==> src/rtl/link_pkg.sv <==
// Framing constants and types shared by the link transmitter and receiver.
// Header layout: {1'b1, vl, cr, zero pad}, sent MSB flit first.
package link_pkg;

    typedef enum logic [1:0] {
        IDLE,
        HDR,
        DATA
    } rx_state_t;

    function automatic int header_size(input int gate_width);
        return 1 + 2 * gate_width;
    endfunction

    function automatic int header_flits(input int flit_width, input int gate_width);
        return (header_size(gate_width) + flit_width - 1) / flit_width;
    endfunction

    function automatic int header_width(input int flit_width, input int gate_width);
        return header_flits(flit_width, gate_width) * flit_width;
    endfunction

    function automatic int header_zeros(input int flit_width, input int gate_width);
        return header_width(flit_width, gate_width) - header_size(gate_width);
    endfunction

    function automatic int unsigned popcount(input logic [31:0] v);
        int unsigned n;
        n = 0;
        for (int i = 0; i < 32; i++) n += 32'(v[i]);
        return n;
    endfunction

endpackage

==> src/rtl/rx_unpacker.sv <==
// Maps the data slots of one link word onto gates: the k-th data flit of a frame
// belongs to the k-th set bit of vl.
module rx_unpacker #(
    parameter int FW = 8,
    parameter int GW = 4,
    parameter int GF = 2
) (
    input  logic [GW-1:0]                  i_vl,
    input  logic [$clog2(GW+1)-1:0]        i_ofs,
    input  logic [$clog2(GF+1)-1:0]        i_first,
    input  logic [$clog2(GF+1)-1:0]        i_cnt,
    input  logic [GF-1:0][FW-1:0]          i_slot,
    output logic [GW-1:0]                  o_we,
    output logic [GW-1:0][FW-1:0]          o_wd
);

    int rank;

    // i_ofs: frame-relative index of the first data flit in this word,
    // i_first/i_cnt: slot where those flits start and how many there are.
    always_comb begin
        o_we = '0;
        o_wd = '0;
        rank = 0;
        for (int g = 0; g < GW; g++) begin
            if (i_vl[g]) begin
                if (rank >= int'(i_ofs) && rank < int'(i_ofs) + int'(i_cnt)) begin
                    o_we[g] = 1'b1;
                    for (int s = 0; s < GF; s++) begin
                        if (s == int'(i_first) + rank - int'(i_ofs)) o_wd[g] = i_slot[s];
                    end
                end
                rank++;
            end
        end
    end

endmodule

==> src/rtl/receiver.sv <==
// Link receiver: parses header/data flits out of each deserialized word and presents
// a completed frame to the gate array as a single registered event.
module receiver
    import link_pkg::*;
#(
    parameter int FLIT_WIDTH = 8,
    parameter int GATE_WIDTH = 4,
    parameter int GATE_FOLDS = 2
) (
    input  logic                           i_clk,
    input  logic                           i_rst,
    input  logic [FLIT_WIDTH*GATE_FOLDS-1:0] i_rx,
    output logic [FLIT_WIDTH-1:0]          o_dt [GATE_WIDTH],
    output logic [GATE_WIDTH-1:0]          o_vl,
    output logic [GATE_WIDTH-1:0]          o_cr,
    output logic                           o_frame,
    output logic                           o_err
);

    localparam int HF  = header_flits(FLIT_WIDTH, GATE_WIDTH);
    localparam int HW  = header_width(FLIT_WIDTH, GATE_WIDTH);
    localparam int HZ  = header_zeros(FLIT_WIDTH, GATE_WIDTH);
    localparam int CW  = $clog2(GATE_WIDTH + 1);
    localparam int SW  = $clog2(GATE_FOLDS + 1);
    localparam int HCW = $clog2(HF + 1);
    localparam logic [HW-1:0] PAD_MASK = (HW'(1) << HZ) - HW'(1);

    logic [GATE_FOLDS-1:0][FLIT_WIDTH-1:0] slot;

    rx_state_t                             state_q, state_d;
    logic [HCW-1:0]                        hcnt_q, hcnt_d;
    logic [HW-1:0]                         hdr_q, hdr_d;
    logic [CW-1:0]                         rem_q, rem_d;
    logic [CW-1:0]                         ofs_q, ofs_d;
    logic [GATE_WIDTH-1:0]                 fvl_q, fvl_d;
    logic [GATE_WIDTH-1:0]                 fcr_q, fcr_d;
    logic [GATE_WIDTH-1:0][FLIT_WIDTH-1:0] pend_q, pend_d;
    logic [GATE_WIDTH-1:0]                 pwe_q, pwe_d;
    logic [GATE_WIDTH-1:0][FLIT_WIDTH-1:0] dt_q, dt_d;
    logic [GATE_WIDTH-1:0]                 vl_q, vl_d;
    logic [GATE_WIDTH-1:0]                 cr_q, cr_d;
    logic                                  frame_q, frame_d;
    logic                                  err_q, err_d;

    // slot walk results
    rx_state_t                             p;
    logic                                  fin, done, err;
    logic [HCW-1:0]                        hc;
    logic [HW-1:0]                         hdr;
    logic [CW-1:0]                         rem;
    logic [GATE_WIDTH-1:0]                 vl, cr;
    logic [SW-1:0]                         dfirst, dcnt;

    logic [GATE_WIDTH-1:0]                 we, mwe;
    logic [GATE_WIDTH-1:0][FLIT_WIDTH-1:0] wd, md;

    for (genvar s = 0; s < GATE_FOLDS; s++) begin : g_slot
        assign slot[s] = i_rx[(GATE_FOLDS-s-1)*FLIT_WIDTH +: FLIT_WIDTH];
    end

    // Walk the slots of this word in order; fin marks that the frame (or an
    // IDLE-word decision) is settled and every later slot must be zero.
    always_comb begin
        p      = state_q;
        hc     = hcnt_q;
        hdr    = hdr_q;
        rem    = rem_q;
        vl     = fvl_q;
        cr     = fcr_q;
        fin    = 1'b0;
        done   = 1'b0;
        err    = 1'b0;
        dfirst = '0;
        dcnt   = '0;
        for (int s = 0; s < GATE_FOLDS; s++) begin
            if (fin) begin
                if (slot[s] != '0) err = 1'b1;
            end else if (p == IDLE && !slot[s][FLIT_WIDTH-1]) begin
                err = (i_rx != '0);
                fin = 1'b1;
            end else if (p == IDLE || p == HDR) begin
                hdr = HW'({hdr, slot[s]});
                hc  = hc + HCW'(1);
                p   = HDR;
                if (int'(hc) == HF) begin
                    vl = hdr[HW-2 -: GATE_WIDTH];
                    cr = hdr[HW-2-GATE_WIDTH -: GATE_WIDTH];
                    hc = '0;
                    // A dirty pad means we were not aligned to a real header: drop it.
                    if ((hdr & PAD_MASK) != '0) begin
                        err = 1'b1;
                        fin = 1'b1;
                        p   = IDLE;
                    end else begin
                        rem = CW'(popcount(32'(vl)));
                        p   = DATA;
                        if (rem == '0) begin
                            done = 1'b1;
                            fin  = 1'b1;
                            p    = IDLE;
                        end
                    end
                end
            end else begin
                if (dcnt == '0) dfirst = SW'(s);
                dcnt = dcnt + SW'(1);
                rem  = rem - CW'(1);
                if (rem == '0) begin
                    done = 1'b1;
                    fin  = 1'b1;
                    p    = IDLE;
                end
            end
        end
    end

    rx_unpacker #(
        .FW (FLIT_WIDTH),
        .GW (GATE_WIDTH),
        .GF (GATE_FOLDS)
    ) u_unpack (
        .i_vl    (vl),
        .i_ofs   (ofs_q),
        .i_first (dfirst),
        .i_cnt   (dcnt),
        .i_slot  (slot),
        .o_we    (we),
        .o_wd    (wd)
    );

    // Data of a frame spanning several words is staged so o_dt only ever shows
    // completed frames.
    always_comb begin
        state_d = p;
        hcnt_d  = hc;
        hdr_d   = hdr;
        rem_d   = (p == DATA) ? rem : '0;
        ofs_d   = (p == DATA) ? ofs_q + CW'(dcnt) : '0;
        fvl_d   = vl;
        fcr_d   = cr;
        mwe     = ((state_q == IDLE) ? '0 : pwe_q) | we;
        md      = pend_q;
        dt_d    = dt_q;
        for (int g = 0; g < GATE_WIDTH; g++) begin
            if (we[g]) md[g] = wd[g];
            if (done && mwe[g]) dt_d[g] = md[g];
        end
        pend_d  = md;
        pwe_d   = (p == IDLE) ? '0 : mwe;
        vl_d    = done ? vl : '0;
        cr_d    = done ? cr : '0;
        frame_d = done;
        err_d   = err;
    end

    always_ff @(posedge i_clk or posedge i_rst) begin
        if (i_rst) begin
            state_q <= IDLE;
            hcnt_q  <= '0;
            hdr_q   <= '0;
            rem_q   <= '0;
            ofs_q   <= '0;
            fvl_q   <= '0;
            fcr_q   <= '0;
            pend_q  <= '0;
            pwe_q   <= '0;
            dt_q    <= '0;
            vl_q    <= '0;
            cr_q    <= '0;
            frame_q <= 1'b0;
            err_q   <= 1'b0;
        end else begin
            state_q <= state_d;
            hcnt_q  <= hcnt_d;
            hdr_q   <= hdr_d;
            rem_q   <= rem_d;
            ofs_q   <= ofs_d;
            fvl_q   <= fvl_d;
            fcr_q   <= fcr_d;
            pend_q  <= pend_d;
            pwe_q   <= pwe_d;
            dt_q    <= dt_d;
            vl_q    <= vl_d;
            cr_q    <= cr_d;
            frame_q <= frame_d;
            err_q   <= err_d;
        end
    end

    always_comb begin
        for (int g = 0; g < GATE_WIDTH; g++) o_dt[g] = dt_q[g];
    end

    assign o_vl    = vl_q;
    assign o_cr    = cr_q;
    assign o_frame = frame_q;
    assign o_err   = err_q;

endmodule

==> config.mk <==
export PLATFORM = sky130hd
export DESIGN_NAME = receiver
export DESIGN_NICKNAME = d
export VERILOG_FILES = /design/src/rtl/link_pkg.sv /design/src/rtl/rx_unpacker.sv /design/src/rtl/receiver.sv
export SDC_FILE = /design/constraint.sdc
export NUM_CORES = 1
export LEC_CHECK = 0
export ABC_AREA = 1
export ABC_CLOCK_PERIOD_IN_PS = 5600
export CAP_MARGIN = 25
export CORE_MARGIN = 2
export CORE_UTILIZATION = 40
export DETAILED_ROUTE_END_ITERATION = 7
export GPL_ROUTABILITY_DRIVEN = 0
export GPL_TIMING_DRIVEN = 0
export PLACE_DENSITY = 0.59
export RECOVER_POWER = 50
export SLEW_MARGIN = 20
export SYNTH_ARGS = -nofsm -noshare
export SYNTH_HDL_FRONTEND = slang
export SYNTH_HIERARCHICAL = 1
export SYNTH_SLANG_ARGS = --single-unit
==> constraint.sdc <==
create_clock -name i_clk -period 5.6 [get_ports i_clk]
set_input_delay 1.4 -clock i_clk [delete_from_list [all_inputs] [get_ports i_clk]]
set_output_delay 1.4 -clock i_clk [all_outputs]
set_load 0.05 [all_outputs]
Close-up of the layout:
Window x 53 to 78, y 53 to 78 microns. Cells in grey, sequential cells in the stronger grey; small squares are vias.
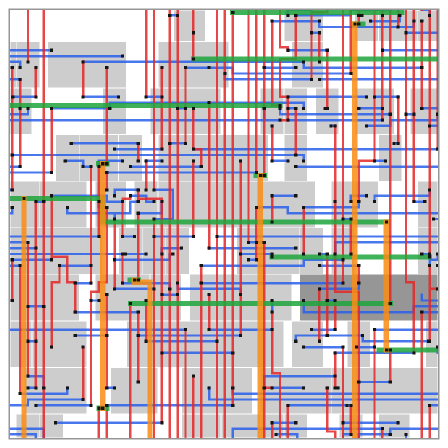
| layer | colour |
|---|---|
| met1 | blue |
| met3 | green |
| met4 | orange |
| met2 | red |
most frequent: inv_1 (12), nand2_1 (11), o21ai_0 (5)
cells with their middle in the window: 62
netlist names of flops here include: hdr_q (1)
sequential cells in the window: 1

Cell density map:
(2 px per micron) 13 x 13 tiles, from black (low) to pale yellow (high), 0 to 100% covered.
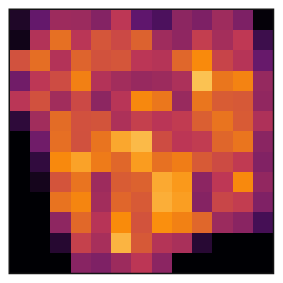
fullest tile: 87%
densest ninth of the die: centre
mean over tiles: 45%
nearly empty tiles: 12%
end-of-flow core utilization: 50.9%
area of the core region: 15900 sq um
fp util: 40.8%

==> impl_metrics.py <==
# Metrics from the implementation run
metrics = {
    "logic_synthesis": {
        "leading_post_synthesis_cells_by_instance_count": "nand2_1, dfrtp_1, inv_1",
        "complex_gate_fraction_of_the_synthesized_area_pct": 9.10,
        "postSynthRegisterBits": 103,
        "syn-cell-area_sq_um": 6490,
        "asyncSetResetFlopFracSynth_pct": 100,
        "yosys_warnings": 6,
        "ys_seq_share_pct": 39.7,
        "simple_gate_area_share_pct": 30.9,
        "yosys-stat-cells": 828,
        "largest_area_cell": "dfrtp_1",
        "yosys-mux-area-fraction_pct": 0.617,
    },
    "finish": {
        "final_area_sq_um": 8090,
        "area.combinational_sq_um": 3670,
        "final.signal_inverter_count": 109,
        "clock_buffers": 10,
        "buf_share_pct": 10.5,
        "seq_area_sq_um": 2580,
        "seq_cell_count": 103,
        "layout-drive-gt1-share_pct": 16.4,
        "biggestCellCategory": "multi-input combinational cells",
        "n_antenna_cell": 0,
    },
    "hold_path": {
        "hold_path.class": "flip-flop to flip-flop",
        "hold_path_end": "o_dt[27]$_DFFE_PP0P_",
        "min_from": "o_dt[27]$_DFFE_PP0P_",
    },
    "pwr": {
        "powerComb_uw": 716,
        "internal_power_mw": 1.34,
        "power_density_nw_per_um2": 261,
        "part_of_the_power_in_the_clock_network_pct": 29.0,
        "power.share.switching_pct": 36.3,
        "leakage_power_summed_over_all_cells_nw": 3.98,
        "finalPower_mw": 2.11,
        "powerSeq_uw": 783,
        "pwr-share-seq_pct": 37.1,
    },
    "setup_path": {
        "worstRegToRegCells": 35,
        "cp_max_fo": 7,
        "critical_path_arrival_ns": 5.75,
        "r2r-start": "hdr_q[6]$_DFF_PP0_",
        "cpPeakStageDelay_ns": 0.47,
        "worst_path_most_repeated_cell": "buf_6",
        "worstPathBufferInverterCount": 7,
        "cp.depth": 32,
        "startpoint": "i_rx[8]",
        "kind_of_start_point_of_the_critical_path": "input port",
        "crit_path_top_delay_cell": "fa_2",
        "critPathCapture": "o_dt[0]$_DFFE_PP0P_",
    },
    "routing": {
        "remaining_drc_errors": 0,
        "wire_per_inst_microns": 15.3,
        "met3RoutedLength_mm": 1.02,
        "detailedRoute.firstIterationViolations": 414,
    },
    "sta": {
        "max_transition_viols_final": 56,
        "finClkSkew_ns": 0.0101,
        "setup-violations-final": 0,
        "fin_ws_ns": 0.150,
        "final.hold.worst_slack_ns": 0.470,
        "min_period_over_period_pct": 97.3,
        "final_period_minus_worst_setup_slack_ns": 5.45,
    },
    "clocking": {
        "cts_tree": "built",
        "tritoncts.num_buffers": 9,
        "clk-insertion-delay-late_ns": 0.36,
        "cts_hold_repair.buffers": 0,
        "cts_setup_buffers": 7,
        "cts.path.max_buffers": 2,
    },
    "global_route": {
        "grt_remaining_overflow": 0,
        "grt.met3_usage_pct": 4.36,
        "grtUsageTotal_pct": 20.7,
        "grt_max_degree": 56,
        "grt_use_met2_pct": 32.0,
        "globalRouteMet1Util_pct": 29.0,
    },
    "job": {
        "drv.max_cap_violation_count": 1,
        "warnings": 33,
    },
    "placement": {
        "dpl_worst_slack_ns": -1.55,
        "buffer_ports.inserted": 59,
    },
    "outcome": {
        "violated_checks": "capacitance limit, slew limit",
        "outcome": "finished with violations",
    },
    "floorplanning": {
        "ioPinCount": 60,
        "chip_height_microns": 131,
        "die_area_sq_um": 17300,
    },
}
Power figures rest on the tool's default switching activity, not on a simulated workload.
